<file path="src/rtl/alu_issue_wb.sv">
// Operand-issue and writeback stage around the combinational ALU: register file, flag register,
// one EX register driving the ALU, and forwarding of the in-flight result and carry.
module alu_issue_wb #(
  parameter int unsigned DATA_WIDTH   = 16,
  parameter int unsigned REG_COUNT    = 8,
  parameter int unsigned ADDR_WIDTH   = 3,
  parameter int unsigned OPCODE_WIDTH = 4,
  parameter int unsigned FLAG_WIDTH   = 3,
  parameter int unsigned CARRY_BIT    = 0
) (
  input  logic                    i_clk,
  input  logic                    i_rst_n,
  input  logic                    i_instr_valid,
  output logic                    o_instr_ready,
  input  logic [ADDR_WIDTH-1:0]   i_instr_rd,
  input  logic [ADDR_WIDTH-1:0]   i_instr_rs1,
  input  logic [ADDR_WIDTH-1:0]   i_instr_rs2,
  input  logic [OPCODE_WIDTH-1:0] i_instr_opcode,
  input  logic                    i_instr_mode,
  input  logic                    i_instr_use_carry,
  input  logic                    i_halt,
  output logic [DATA_WIDTH-1:0]   o_alu_in_a,
  output logic [DATA_WIDTH-1:0]   o_alu_in_b,
  output logic                    o_alu_input_carry,
  output logic [OPCODE_WIDTH-1:0] o_alu_opcode,
  output logic                    o_alu_mode,
  input  logic [DATA_WIDTH-1:0]   i_alu_out,
  input  logic [FLAG_WIDTH-1:0]   i_alu_out_flag,
  output logic                    o_wb_valid,
  output logic [ADDR_WIDTH-1:0]   o_wb_rd,
  output logic [DATA_WIDTH-1:0]   o_wb_data,
  output logic [FLAG_WIDTH-1:0]   o_flag_reg,
  input  logic [ADDR_WIDTH-1:0]   i_dbg_addr,
  output logic [DATA_WIDTH-1:0]   o_dbg_data
);

  logic [DATA_WIDTH-1:0]   r_regs [REG_COUNT];
  logic [FLAG_WIDTH-1:0]   r_flag;
  logic                    r_ex_valid;
  logic [ADDR_WIDTH-1:0]   r_ex_rd;
  logic [DATA_WIDTH-1:0]   r_alu_a;
  logic [DATA_WIDTH-1:0]   r_alu_b;
  logic                    r_alu_cin;
  logic [OPCODE_WIDTH-1:0] r_alu_opcode;
  logic                    r_alu_mode;
  logic                    r_wb_valid;
  logic [ADDR_WIDTH-1:0]   r_wb_rd;
  logic [DATA_WIDTH-1:0]   r_wb_data;

  logic                    w_ready;
  logic                    w_accept;
  logic [DATA_WIDTH-1:0]   w_op_a;
  logic [DATA_WIDTH-1:0]   w_op_b;
  logic                    w_cin;

  assign w_ready  = i_rst_n & ~i_halt;
  assign w_accept = i_instr_valid & w_ready;

  // R0 wins over forwarding, so a writeback to R0 in EX never leaks into a source.
  always_comb begin
    w_op_a = '0;
    w_op_b = '0;
    w_cin  = 1'b0;
    if (i_instr_rs1 != '0) begin
      w_op_a = (r_ex_valid && (i_instr_rs1 == r_ex_rd)) ? i_alu_out : r_regs[i_instr_rs1];
    end
    if (i_instr_rs2 != '0) begin
      w_op_b = (r_ex_valid && (i_instr_rs2 == r_ex_rd)) ? i_alu_out : r_regs[i_instr_rs2];
    end
    if (i_instr_use_carry) begin
      w_cin = r_ex_valid ? i_alu_out_flag[CARRY_BIT] : r_flag[CARRY_BIT];
    end
  end

  always_ff @(posedge i_clk) begin
    if (!i_rst_n) begin
      for (int i = 0; i < int'(REG_COUNT); i++) begin
        r_regs[i] <= '0;
      end
      r_flag       <= '0;
      r_ex_valid   <= 1'b0;
      r_ex_rd      <= '0;
      r_alu_a      <= '0;
      r_alu_b      <= '0;
      r_alu_cin    <= 1'b0;
      r_alu_opcode <= '0;
      r_alu_mode   <= 1'b0;
      r_wb_valid   <= 1'b0;
      r_wb_rd      <= '0;
      r_wb_data    <= '0;
    end else begin
      if (r_ex_valid) begin
        if (r_ex_rd != '0) begin
          r_regs[r_ex_rd] <= i_alu_out;
        end
        r_flag     <= i_alu_out_flag;
        r_wb_valid <= 1'b1;
        r_wb_rd    <= r_ex_rd;
        r_wb_data  <= i_alu_out;
      end else begin
        r_wb_valid <= 1'b0;
      end
      r_ex_valid <= w_accept;
      if (w_accept) begin
        r_ex_rd      <= i_instr_rd;
        r_alu_a      <= w_op_a;
        r_alu_b      <= w_op_b;
        r_alu_cin    <= w_cin;
        r_alu_opcode <= i_instr_opcode;
        r_alu_mode   <= i_instr_mode;
      end
    end
  end

  assign o_instr_ready     = w_ready;
  assign o_alu_in_a        = r_alu_a;
  assign o_alu_in_b        = r_alu_b;
  assign o_alu_input_carry = r_alu_cin;
  assign o_alu_opcode      = r_alu_opcode;
  assign o_alu_mode        = r_alu_mode;
  assign o_wb_valid        = r_wb_valid;
  assign o_wb_rd           = r_wb_rd;
  assign o_wb_data         = r_wb_data;
  assign o_flag_reg        = r_flag;
  assign o_dbg_data        = (i_dbg_addr == '0) ? '0 : r_regs[i_dbg_addr];

endmodule

</file>
<file path="config.mk">
export PLATFORM = sky130hd
export DESIGN_NAME = alu_issue_wb
export DESIGN_NICKNAME = d
export VERILOG_FILES = /design/src/rtl/alu_issue_wb.sv
export SDC_FILE = /design/constraint.sdc
export NUM_CORES = 1
export LEC_CHECK = 0
export ABC_CLOCK_PERIOD_IN_PS = 4400
export CORE_UTILIZATION = 53
export CTS_BUF_LIST = sky130_fd_sc_hd__clkbuf_4
export CTS_CLUSTER_SIZE = 10
export DETAILED_ROUTE_END_ITERATION = 16
export PLACE_DENSITY = 0.8
export SYNTH_ARGS = -nofsm -noshare
export SYNTH_HDL_FRONTEND = slang
export SYNTH_SLANG_ARGS = --single-unit
</file>
<file path="constraint.sdc">
create_clock -name i_clk -period 4.4 [get_ports i_clk]
set_input_delay 0.66 -clock i_clk [delete_from_list [all_inputs] [get_ports i_clk]]
set_output_delay 0.66 -clock i_clk [all_outputs]
set_load 0.01 [all_outputs]
</file>
==> out/qor.txt, run 1 <==
Comb power frac = 16.0%
Metal2 WL = 13380 µm
Metal3 WL = 2845 µm
Design Area, Final = 0.01187 mm²
Largest net degree at the start of global routing = 40
Yosys top cell by instances = edfxtp_1
Std-Cell Rows = 50
Nets@finish = 979
Post-Place Cells = 1153
Post-route ant nets = 0
Setup ws final = 0.9153 ns
Seq pwr share = 59.2%
Top reg by flops = r_regs
Stage-log warning count = 26
DP Wirelength = 18530 µm
Final hold viol count = 0
Area Growth Syn to Fin = 17.16%
Simple share = 14.69%
CTS root buffer = clkbuf_4
Drt drc = 0
Total GRT Usage = 29.25%
Syn Inst Count = 811
Number of flip-flops in the largest register = 128
Yosys xor share = 0.5186%
Die X = 140.3 µm
Clock Power Share = 24.8%
Post-synth top area share = 37.94%
Clock Skew = 0.02040 ns
CP endpoint = o_dbg_data[12]
Fin. max-slew vios = 0
Port bufs = 118
Biggest area cells = edfxtp_1 38%, mux4_2 14%, dfxtp_1 13%, mux2i_1 7.7%, and2_1 6.1%
Period minus WS final = 3.485 ns
CTS clk-pin slew, worst paths = 0.16 ns
Final cell count without fillers = 1186
Synthesized area = 0.01013 mm²
Status = completed
CTS buffer count = 17
Hold path startpoint = o_alu_opcode[0]
Crit path launch type = input port
Top cells excl fill/tap = 128 x edfxtp_1, 115 x clkdlybuf4s50_1, 99 x and2_1
Crit-path max FO = 21
Compound Share, Synth = 7.422%
Least-Margin Pin Slew = 0.8694 ns
Core footprint = 0.01871 mm²
RePlAce Congestion = 0.8701
Commonest Layout Cell = edfxtp_1
Final total power = 3.491 mW
Peak VDD IR = 0.0001917 V
Post-CTS Setup Inserts = 0
MaxCap Viol Count = 0
R2r setup slk = 1.73 ns
Slew HR = 41.90%
Fin crit share = 79.20%
Setup TNS = 0 ns
GR Layer Usage met2 = 47.50%
Mean Syn Cell Area = 12.49 µm²
P_sw = 981.2 µW
Max Clock Freq = 287.0 MHz
Worst setup EP type = primary output
First-pass GRT wire length = 42220 µm
RSZ-0062 raised after global routing = false
Reg2reg end = r_regs[6][10]
Leakage = 4.327 nW
Mux share = 22.82%
Flip-flops with a built-in enable = 128
Crit Path Class = in -> out
Vias per cell = 6.356
Main logic family = multiplexers
WP data arrival = 2.82 ns
Final setup violation count = 0
Fin Hold WS = 0.4702 ns
Synth area leader = edfxtp_1
Hold Path Stages = 2
Met1 usage = 38.34%
Boundary pin count = 119
Internal cell power = 2.510 mW
PostCTS Resize Cnt = 0
Die Footprint = 0.01967 mm²
Library cells used by synthesis = 35
Synth async-reset ratio = 0%
Core Util, Final = 63.46%
Crit path launch = i_dbg_addr[0]
Share of layout cells above drive strength 1 = 17.67%
Hold Path Sink = o_alu_opcode[0]
Iter 0 DRT Violations = 794
Clock buffer depth = 2
GRT overflow = 0
Adders+Majority by Area = 0%
CTS tree = yes
Antenna violations before repair = 1
Sw frac = 28.11%
Reg2reg path depth = 4
Synth Warn # = 0
Worst path cell trace = buf_2 -> nor2b_1 -> buf_12 -> a22oi_1 -> o21ai_0 -> clkdlybuf4s50_1
R2r startpoint = r_ex_rd[2]
Vias in the first global route = 7256
Synth Seq Share = 50.78%
Ys cells = 811
Power per cell area = 294.1 mW/mm²
FP Core Util = 54.17%
CTS Hold Buffers Added = 0
Most common reg cell = edfxtp_1
Clk sinks = 193
Pre-CTS setup slack = 0.8898 ns
CP max-delay cell = clkdlybuf4s50_1
DP Area = 0.01163 mm²
Synthesis area per yosys = 0.01013 mm²
Synthesized flop and latch total = 193
WL met1 = 10700 µm
Die Height = 140.3 µm
Max stage delay on crit path = 0.61 ns
Top Layer Used = met4
run 1: power by group through the flow:
stage | sequential (mW) | combinational (mW) | clock, mW
floorplan | 2.09 | 0.329 | 0
global placement | 2.10 | 0.548 | 0
detailed placement | 2.10 | 0.555 | 0
CTS | 2.06 | 0.557 | 0.871
global route | 2.07 | 0.594 | 0.947
finish | 2.06 | 0.560 | 0.866
run 1: final cells by class:
cell class | instances | area [µm²]
Fill cell | 1451 | 6834
Sequential cell | 193 | 5146
Multi-Input combinational cell | 559 | 4668
Timing Repair Buffer | 161 | 1501
Tap cell | 234 | 292.8
Clock buffer | 17 | 127.6
Clock inverter | 15 | 110.1
Inverter | 6 | 22.52
Antenna cell | 1 | 2.502
run 1: worst max-delay path: cells and delay by family:
kind	cells	cell delay [ns]
buf+inv	3	1.32
compound gates	2	0.42
simple gates	1	0.41
run_1/layer_met3.png
(2 px per µm)
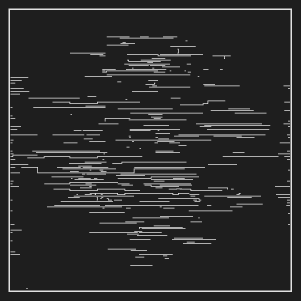
wire length on this layer = 2850 µm
nets with wire on the layer = 171
GRT met3 Usage: 6.359%
WL final: 27710 µm
Vias: 7538

run_1/sizes.png
(3 px per µm)
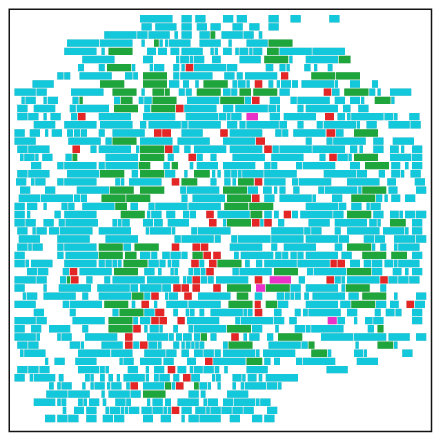
_3 and _4 cells -> red  # cells 67, share 7.0%
_2 cells -> green  # cells 97, share 10%
_0 and _1 cells -> cyan  # cells 783, share 82%
_6 and larger -> magenta  # cells 4, share 0.42%

run_1/layer_met2.png
(2 px per µm)
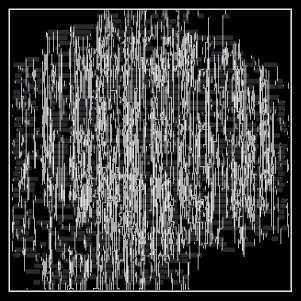
wire length on this layer = 13400 µm
main direction = vertical
longest straight run = 59.0 µm
share of all routed wire = 48%
nets with wire on the layer = 832

run_1/congestion.png
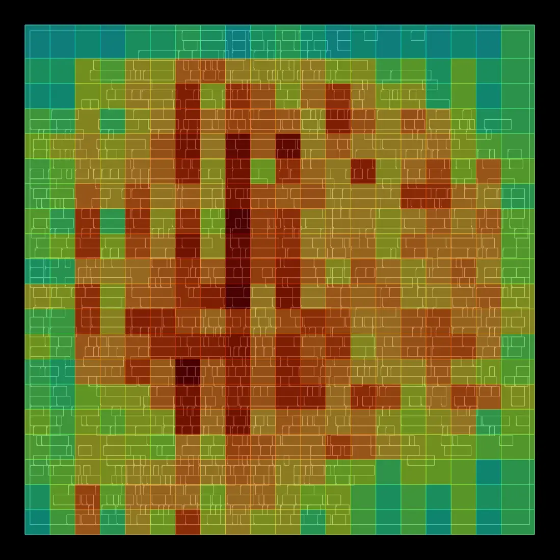
routed len/inst: 23.36 µm
grt peak-use layer: met2

run_1/logic_types.png
(3 px per µm)
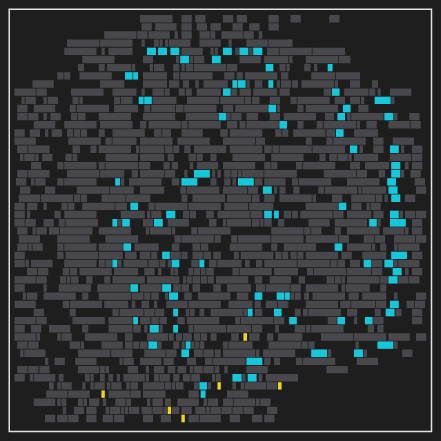

==> run 1 -> run 2 <==
--- a/config.mk
+++ b/config.mk
@@ -5,7 +5,7 @@
 export SDC_FILE = /design/constraint.sdc
 export NUM_CORES = 1
 export LEC_CHECK = 0
-export ABC_CLOCK_PERIOD_IN_PS = 4400
+export ABC_CLOCK_PERIOD_IN_PS = 3500
 export CORE_UTILIZATION = 53
 export CTS_BUF_LIST = sky130_fd_sc_hd__clkbuf_4
 export CTS_CLUSTER_SIZE = 10
==> constraint.sdc (replaced) <==
create_clock -name i_clk -period 3.5 [get_ports i_clk]
set_input_delay 0.525 -clock i_clk [delete_from_list [all_inputs] [get_ports i_clk]]
set_output_delay 0.525 -clock i_clk [all_outputs]
set_load 0.01 [all_outputs]
run_2/logic_types.png
(3 px per µm)
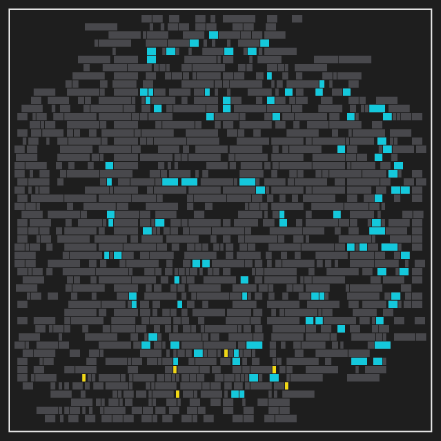
aoi and oai cells -> cyan  # cells 89
inv cells -> yellow  # cells 6, where bottom centre
Commonest Layout Cell: edfxtp_1
logic share of the area: 38.90%
final cell count without fillers: 1198

==> run 2 against run 1 <==
  * Sequential share of layout area fell by 0.47 points
  * Critical endpoint is now o_dbg_data[10]
  * Clock power increased by 28%
  * Non-clock buffer count grew 12
  * Critical path depth is the same
  * Highest routed layer is now met5
  * Via count is 0.60% lower
  * Final cell count is 1.0% higher
  * Clock-buffer cell count increased by 1
  * Flip-flop count unchanged
  * Wire length rose by 0.97%
  * Worst setup slack worse by 0.57 ns
  * Global-route usage grew 0.12 points
==> out/qor.txt, run 2 <==
Worst path cell trace = clkdlybuf4s50_1 -> buf_4 -> mux4_2 -> nor2_1 -> a311oi_1 -> clkdlybuf4s50_1 (was buf_2 -> nor2b_1 -> buf_12 -> a22oi_1 -> o21ai_0 -> clkdlybuf4s50_1)
Met1 usage = 38.67% (was 38.34%)
Fin. max-slew vios = 0 (unchanged)
Die Footprint = 0.01967 mm² (unchanged)
CTS Hold Buffers Added = 0 (unchanged)
CTS tree = yes (unchanged)
Top cells excl fill/tap = 128 x edfxtp_1, 115 x clkdlybuf4s50_1, 99 x and2_1 (unchanged)
Clock buf count = 18 (was 17)
Area Growth Syn to Fin = 18.45% (was 17.16%)
Vias per cell = 6.255 (was 6.356)
Setup ws final = 0.3441 ns (was 0.9153 ns)
Number of flip-flops in the largest register = 128 (unchanged)
Yosys top cell by instances = edfxtp_1 (unchanged)
Flip-flops with a built-in enable = 128 (unchanged)
Max stage delay on crit path = 0.65 ns (was 0.61 ns)
Std-Cell Rows = 50 (unchanged)
Crit path launch type = input port (unchanged)
Final setup violation count = 0 (unchanged)
Worst setup EP type = primary output (unchanged)
Sequential cell area = 0.005146 mm² (unchanged)
Filler cell count = 1431 (was 1451)
Crit path buffers/inverters = 3 (unchanged)
Max Clock Freq = 316.9 MHz
Fin crit share = 90.17%
Library cells used by synthesis = 35 (unchanged)
Final hold viol count = 0 (unchanged)
Post-Place Cells = 1165 (was 1153)
Seq_cells = 193 (unchanged)
Share of layout cells above drive strength 1 = 18.69% (was 17.67%)
Buffer share of cell area = 13.57% (was 12.65%)
Boundary pin count = 119 (unchanged)
Largest net degree at the start of global routing = 37 (was 40)
Most common reg cell = edfxtp_1 (unchanged)
CTS buffer count = 17 (unchanged)
Peak VDD IR = 0.0002159 V (was 0.0001917 V)
Fin Hold WS = 0.4478 ns (was 0.4702 ns)
Synth area leader = edfxtp_1 (unchanged)
Antenna violations before repair = 2 (was 1)
Period minus WS final = 3.156 ns
Cell family with most CP delay = buffers and inverters (unchanged)
WL met1 = 10510 µm (was 10700 µm)
Setup TNS = 0 ns (unchanged)
Final total power = 4.428 mW (was 3.491 mW)
Clock Skew = 0.02065 ns (was 0.02040 ns)
GRT overflow = 0 (unchanged)
GRT met3 Usage = 4.991% (was 6.359%)
Biggest Area Class = sequential cells (unchanged)
Flop share of the area = 42.88% (was 43.35%)
Post-CTS Setup Inserts = 0 (unchanged)
Slew HR = 46.63% (was 41.90%)
Synthesis area per yosys = 0.01013 mm² (unchanged)
WL final = 27980 µm (was 27710 µm)
FP Core Util = 54.17% (unchanged)
Iter 0 DRT Violations = 943 (was 794)
Status = completed (unchanged)
Core Util, Final = 64.16% (was 63.46%)
Crit Path Class = in -> out (unchanged)
Synthesized area = 0.01013 mm² (unchanged)
Stage-log warning count = 26 (unchanged)
Tap Cells = 234 (unchanged)
Simple share = 14.69% (unchanged)
Metal2 WL = 13490 µm (was 13380 µm)
Least-Margin Pin Slew = 0.7997 ns (was 0.8694 ns)
Post-route ant nets = 0 (unchanged)
Crit-path max FO = 22 (was 21)
Die Height = 140.3 µm (unchanged)
CTS clk-pin slew, worst paths = 0.16 ns (about the same)
Main logic family = multiplexers (unchanged)
Port bufs = 118 (unchanged)
GR Layer Usage met2 = 48.08% (was 47.50%)
Combinational Area = 0.004668 mm² (unchanged)
DP Wirelength = 18880 µm (was 18530 µm)
RePlAce Congestion = 0.8761 (was 0.8701)
Nets@finish = 991 (was 979)
Biggest area cells = edfxtp_1 38%, mux4_2 14%, dfxtp_1 13%, mux2i_1 7.7%, and2_1 6.1% (unchanged)
Compound Share, Synth = 7.422% (unchanged)
Synth Warn # = 0 (unchanged)
Routed len/inst = 23.35 µm (was 23.36 µm)
Vias = 7493 (was 7538)
Mean Syn Cell Area = 12.49 µm² (unchanged)
Top Layer Used = met5 (was met4)
RSZ-0062 raised after global routing = false (unchanged)
Ant diodes = 1 (unchanged)
Leakage = 4.406 nW (was 4.327 nW)
Total GRT Usage = 29.37% (was 29.25%)
Synthesized flop and latch total = 193 (unchanged)
CP max-delay cell = clkdlybuf4s50_1 (unchanged)
Clk sinks = 193 (unchanged)
Adders+Majority by Area = 0% (unchanged)
Synth Seq Share = 50.78% (unchanged)
Inverters = 6 (unchanged)
run_2/sizes.png
(3 px per µm)
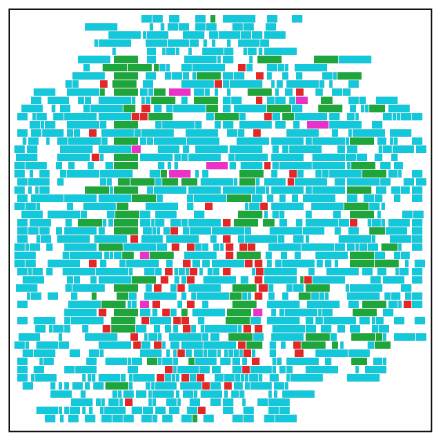
_2 cells -> green  # cells 96, share 10%
_6 and larger -> magenta  # cells 9, share 0.93%
_0 and _1 cells -> cyan  # cells 783, share 81%
_3 and _4 cells -> red  # cells 75, share 7.8%
buffers outside the clock class: 173
Design Area, Final: 0.01200 mm²

## run 2: netlist changes by cell type in the layout (fill, tap and decap cells not counted)
cell,delta
buf_12,+3
buf_4,+9
clkbuf_4,+1
clkinv_4,-2
clkinvlp_4,-1
inv_2,-1
inv_4,+1
inv_6,+2
## run 2: final timing paths
check                                  startpoint                 to  cells past startpoint
worst max register to register         r_ex_valid       r_regs[4][3]                      5
worst min register to register  o_alu_input_carry  o_alu_input_carry                      2
worst max-delay path                i_dbg_addr[1]     o_dbg_data[10]                      6
worst min-delay path            i_instr_opcode[0]    o_alu_opcode[0]                      3
## run 2: where the power goes
part           internal (mW)  switching, mW
logic                  0.358          0.365
clock network          0.304          0.808
registers               2.52         0.0734
total                   3.18           1.25
Power is estimated from default activity; no workload was simulated.
